Design bcd_interval_sched, sky130hd; sources not shown.
Fig. 1: run 1, port wiring
Drawn at 4 px/um.
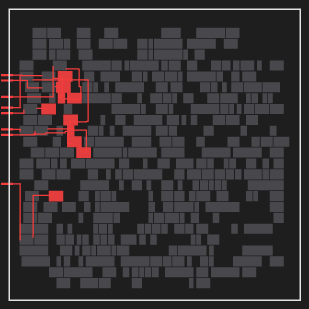
colour	port	direction	end cells	wire
red	`STOP0`	input	10	181 um
# IOs: 52
Port Buffers: 50

Fig. 2: run 1, sequential cells coloured by netlist name
Drawn at 4 px/um. Other sequential cells in the stronger grey, the rest of the logic in the fainter grey.
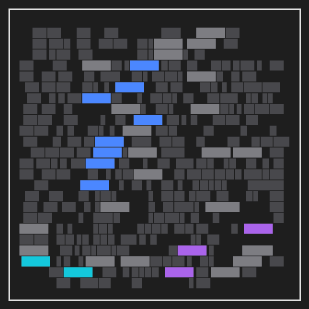
colour	name in the netlist	flops
blue	`stop_r`	8
purple	`state`	3
cyan	`gnt`	2
flop share of the area: 25.2%
fin util: 63.5%

Fig. 3: run 1, pin map
Drawn at 4 px/um. Pins as bars across the die edge, other pins in grey.
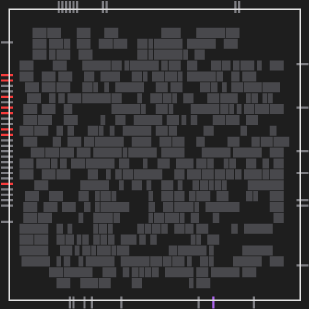
colour	port	pins	direction	edge
purple	`RST`	1	input	south
red	`STOP0`	8	input	west
Die W: 72.4 um
Die Ht: 72.4 um

Fig. 4: run 1, track usage over the die
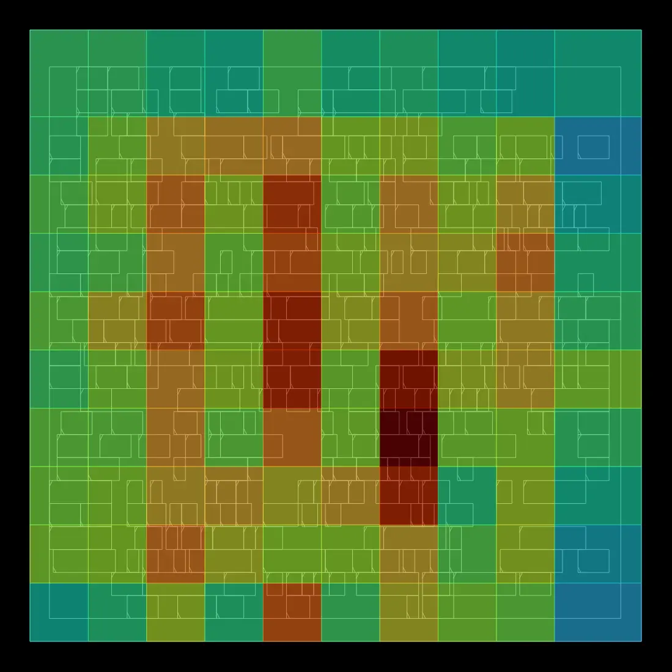
met2 usage: 32.0%
M3 GR Usage: 3.47%
gr busiest metal: met2

==> reports/metrics.yaml, run 1 <==
p_clk_share_pct: 23.9
syn_to_final_growth_pct: 33.3
clk_pin_slew_ns: 0.07
comb_power_share_pct: 32.4
grt-ovfl-total: 0
core-area_um2: 4410
syn_avg_cell_area_um2: 8.45
powerDensity_nw_per_um2: 596
clockRootBuffer: "clkbuf_8"
p_int_mw: 1.10
grt_first_pass_wirelength_um: 8570
r2r_cells: 8
syn_area_um2: 2100
synth_nets: 291
fillers: 409
min_path_cells: 2
crit_slowest_cell: "nor4b_1"
grt_util_all_layers_pct: 20.9
yosysUniqueCellTypes: 49
openroad.warnings: 30
cts_made_buffers: 5
grt_max_degree: 11
first_iter_violations: 112
vias: 2017
hold_viol: 0
drv_slew: 0
wl_per_cell_um: 14.3
seqCellArea_um2: 706
worst_pin_slew_ns: 0.588
power_mw: 1.67
arrival_ns: 2.27
finalCriticalPeriod_ns: 2.12
postSynthSeqShare_pct: 33.3
rsz0062_at_grt: "true"
fin_cells: 363
worstPathCellList: "dlygate4sd2_1, mux2i_1, nor4b_1, and2_0, buf_4, nor2_1, a311oi_1, nor3_1"
combGateArea_um2: 1320
power.leakage_nw: 1.16
cts_tree: "done"
critPathTopFamily: "simple AND/OR/NAND/NOR gates"
ys_warn_count: 0
nets: 352
reg2reg_slack_ns: 0.38
max_clock_freq_mhz: 471
rows: 24
synth_top_flop_cell: "dfxtp_1"
setup_viol: 0
chipArea_um2: 5240
dp_cells: 351
cts.sinks: 35
avgViaCountPerCell: 5.56
fp_util_pct: 47.6
synth-edff-count: 0
vdd_drop_max_mv: 0.409
lay_top_cells: "33 x dfxtp_1, 32 x clkdlybuf4s50_1, 31 x nor2_1"
ys_cells: 249
hold_buffers: 0
async_flop_share_pct: 0
grt_pass1_vias: 1861
synth_flops: 35
drive_above_1_share_pct: 9.00
slew_headroom_pct: 60.8
cts_max_path_buffers: 2
antenna_cells: 0
status: "complete, no violations"
antenna_found_initial: 0
dr.pass1.iters: 4
critPathLaunchType: "input port"
worst-path-buf-inv: 2
syn_inst: 249
htreeDepth: 2
finalClockPeriodUsage_pct: 86.7
drc: 0
critPathKind: "in2reg"
critPathCaptureType: "flop"
finalSetupTns_ns: 0
ys_area_um2: 2100
switching_share_pct: 34.0
holdCritPathClass: "reg2reg"
routed_wl_um: 5200
drv_cap: 0
cp_max_fo: 7
run 1: worst reg2reg max path, stage by stage (launching register included):
cell	delay, ns
dfxtp_1	0.30
clkbuf_1	0.18
nand2b_1	0.24
nor4b_1	0.49
and2_0	0.19
buf_4	0.14
nor2_1	0.05
a311oi_1	0.26
nor3_1	0.07
run 1: synth_stat cells (2+ instances only):
master    count  area (um^2)
nor2b_1       4         25.0
buf_4         2         15.0
o21ai_0      19         95.1
mux2i_1      21          210
xor2_1        9         78.8
clkbuf_1      9         33.8
or3_1         2         12.5
nand2_1       7         26.3
o32a_1        2         20.0
buf_2         3         15.0
nand2b_1      3         18.8
nand4_1       4         25.0
a211oi_1     19          143
o31ai_1       2         15.0
dfxtp_1      35          701
inv_1         7         26.3
nor2_1       31          116
a22oi_1       4         30.0
and3b_1       2         17.5
a32oi_1       2         17.5
nor4_1        4         25.0
a21oi_1      13         65.1
nor3_1        7         35.0
o211ai_1      2         15.0
xnor2_1       7         61.3
ha_1          5         62.6
nand3_1       2         10.0
run 1: cell type report:
cell class              count  area share (%)
clock buffers               7            2.72
multi-input cells         191            47.0
clock inverters             1           0.179
plain buffers              15            2.59
inverters                   8            1.07
repair buffers             54            19.0
flip-flops and latches     35            25.2
well taps                  52            2.32
run 1: cells by family (layout without fill, tap and decap cells):
logic type	Yosys count	after routing	share of synthesized area, %
xor+xnor	16	16	6.66
flops	35	35	33.3
fa+ha+maj	5	5	2.97
compound gates	73	73	22.7
mux	23	23	11.2
simple gates	74	74	18.5
buf+inv	23	85	4.64
run 1: power by group through the flow:
stage                     sequential, mW  combinational (mW)  clock [mW]
after floorplan                    0.730               0.359           0
after global placement             0.743               0.526           0
after detailed placement           0.746               0.531           0
after CTS                          0.734               0.535       0.407
after global routing               0.744               0.608       0.428
final                              0.730               0.542       0.399
run 1: through the flow:
step / hold WS, ns / area, um^2 / setup slack (ns) / util, %
final: 0.460 / 2800 / 0.325 / 63.5
after global routing: 0.502 / 2800 / 0.139 / 63.5
after CTS: 0.463 / 2770 / 0.232 / 62.8
after detailed placement: 0.454 / 2670 / -0.140 / 60.5
after global placement: 0.451 / 2670 / -0.127 / 60.5
after floorplan: 0.481 / 2100 / 0.363 / -
run 1: per-layer routing:
metal / global-route usage, % / routed length (um) / vias to the layer above
li1: - / - / 1039
met1: 29.0 / 2540 / 909
met5: 0 / 0 / -
met2: 32.0 / 2330 / 62
met4: 9.01 / 63 / 0
met3: 3.47 / 264 / 7
run 1: timing repair:
| action | 4_1_cts | 5_1_grt |
|---|---|---|
| endpoints found under the setup margin | 7 | 11 |
| pin swaps | 2 | 2 |
| gates resized | 8 | 10 |
| buffers inserted | 1 | 3 |
==> run 2: changes to the inputs <==
--- a/config.mk
+++ b/config.mk
@@ -7,7 +7,7 @@
 export LEC_CHECK = 0
 export CAP_MARGIN = 10
 export CORE_MARGIN = 2
-export CORE_UTILIZATION = 45
+export CORE_UTILIZATION = 29
 export DETAILED_ROUTE_END_ITERATION = 10
 export GPL_ROUTABILITY_DRIVEN = 0
 export GPL_TIMING_DRIVEN = 0
==> run 2 against run 1 <==
- clock power up 9.3%
- register-to-register slack about the same
- die area is 52% higher
- global-route usage fell by 5.7 points
==> reports/metrics.yaml, run 2 <==
top_cell_area_share_pct: 33.3  # unchanged
htreeDepth: 2  # unchanged
yosysUniqueCellTypes: 49  # unchanged
status: "complete, no violations"  # unchanged
critPathLaunchType: "flop"  # was input port
drive_above_1_share_pct: 9.39  # was 9.00%
setup_viol: 0  # unchanged
combGateArea_um2: 1340  # was 1320 um^2
crit_slowest_cell: "nor3_1"  # was nor4b_1
cts_tree: "done"  # unchanged
yosysMostFrequentCell: "dfxtp_1"  # unchanged
finalClockPeriodUsage_pct: 86.0  # was 86.7%
critPathCaptureType: "output pin"  # was flop
port_buffers: 50  # unchanged
grt-ovfl-total: 0  # unchanged
arrival_ns: 1.62  # was 2.27 ns
slew_headroom_pct: 53.1  # was 60.8%
ys_cells: 249  # unchanged
cts_made_buffers: 5  # unchanged
drv_cap: 0  # unchanged
drc: 0  # unchanged
cts.sinks: 35  # unchanged
antenna_found_initial: 0  # unchanged
synth_nets: 291  # unchanged
synth_top_flop_cell: "dfxtp_1"  # unchanged
r2r_cells: 7  # was 8
place_area_um2: 2730  # was 2670 um^2
reg2reg_slack_ns: 0.38  # about the same
openroad.warnings: 28  # was 30
worstPathCellList: "clkbuf_1, nor3_1, inv_1, clkdlybuf4s25_1"  # was dlygate4sd2_1, mux2i_1, nor4b_1, and2_0, buf_4, nor2_1, a311oi_1, nor3_1
routed_wl_um: 5790  # was 5200 um
syn_to_final_growth_pct: 37.1  # was 33.3%
fp_util_pct: 29.5  # was 47.6%
critPathKind: "reg2out"  # was in2reg
syn_area_um2: 2100  # unchanged
core-area_um2: 7140  # was 4410 um^2
finalSetupTns_ns: 0  # unchanged
cts_max_path_buffers: 2  # unchanged
nets: 351  # was 352
holdCritPathClass: "reg2reg"  # unchanged
clk_pin_slew_ns: 0.08  # was 0.07 ns
async_flop_share_pct: 0  # unchanged
grt_first_pass_wirelength_um: 9380  # was 8570 um
rows: 31  # was 24
ys_warn_count: 0  # unchanged
clockRootBuffer: "clkbuf_8"  # unchanged
ys_top_cells_by_area: "dfxtp_1 33%, mux2i_1 10%, a211oi_1 6.8%"  # unchanged
finalInstanceArea_um2: 2880  # was 2800 um^2
rsz0062_at_grt: "false"  # was true
max_clock_freq_mhz: 475  # was 471 MHz
==> run 2: cell counts after synthesis <==
No cell type changed its count.
==> run 2: area by class of cell <==
type	instances	area share (%)
well taps	99	4.30
plain buffers	15	2.52
clock buffers	6	2.86
flip-flops and latches	35	24.5
repair buffers	53	18.0
multi-input cells	191	46.6
inverters	8	1.04
clock inverters	1	0.174
==> run 2: kinds of logic (layout without fill, tap and decap cells) <==
family	Yosys count	in the layout	share of synthesized area, %
simple gates	74	74	18.5
fa+ha+maj	5	5	2.97
xor+xnor	16	16	6.66
compound gates	73	73	22.7
flops	35	35	33.3
mux	23	23	11.2
buf+inv	23	83	4.64
==> run 2: worst max-delay path, delay by kind of cell, from the launching register on <==
kind	cells	cell delay, ns
buffers and inverters	3	0.69
flip-flops	1	0.30
AND/OR/NAND/NOR	1	0.35
==> run 2: what timing repair did <==
item	4_1_cts	5_1_grt
pin swaps	4	2
resized	14	4
buffers inserted	3	0
hold buffers	0	0
setup endpoints to repair	7	6
gates cloned	0	0
==> run 2: routing by layer <==
metal / routed length [um] / GRT usage (%) / up-vias
met1: 2870 / 21.0 / 891
met4: 72 / 4.34 / 0
li1: - / - / 1036
met3: 235 / 3.14 / 6
met2: 2620 / 24.1 / 45
met5: 0 / 0 / -
==> run 2: metrics by stage <==
step	total power, mW	utilization [%]	setup slack, ns	hold WS [ns]
after global placement	1.29	38.2	-0.188	0.451
final	1.72	40.4	0.343	0.453
after detailed placement	1.29	38.2	-0.191	0.452
after global routing	1.83	40.4	0.155	0.481
after floorplan	1.09	-	0.363	0.481
after CTS	1.74	40.5	0.317	0.463
==> run 2: power by group <==
group | internal [mW] | switching, mW | total (mW)
clock | 0.221 | 0.216 | 0.436
combinational | 0.256 | 0.291 | 0.547
sequential | 0.647 | 0.0888 | 0.735
total | 1.12 | 0.595 | 1.72
Fig. 5: run 2, wiring by layer
Drawn at 4 px/um.
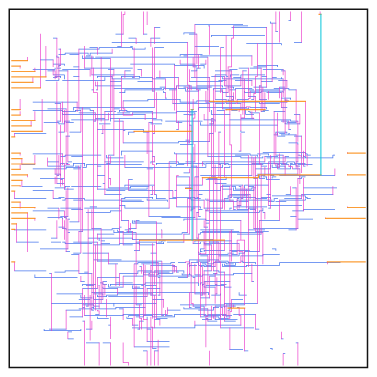
colour	layer	wire length
blue	met1	2870 um
cyan	met4	72.8 um
magenta	met2	2620 um
orange	met3	236 um
vias: 1978
GRT Util Overall: 15.3%
WL/cell: 14.2 um

Fig. 6: run 2, track usage over the die
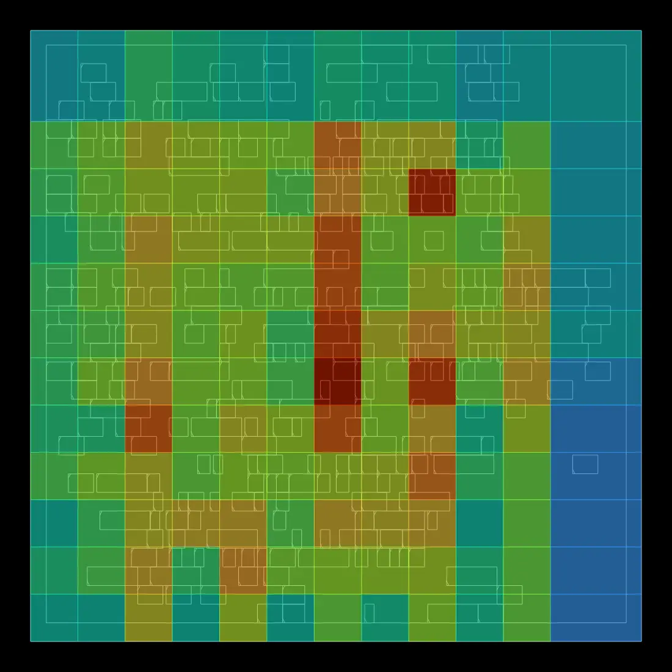
GR Layer Usage met1: 21.0%
fin util: 40.4%
met2 usage: 24.1%

Fig. 7: run 2, pin map
Drawn at 3 px/um. Pins as bars across the die edge, other pins in grey.
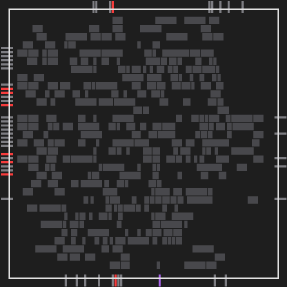
Die Ht: 89.2 um
Die W: 89.2 um

Power figures rest on the tool's default switching activity, not on a simulated workload.
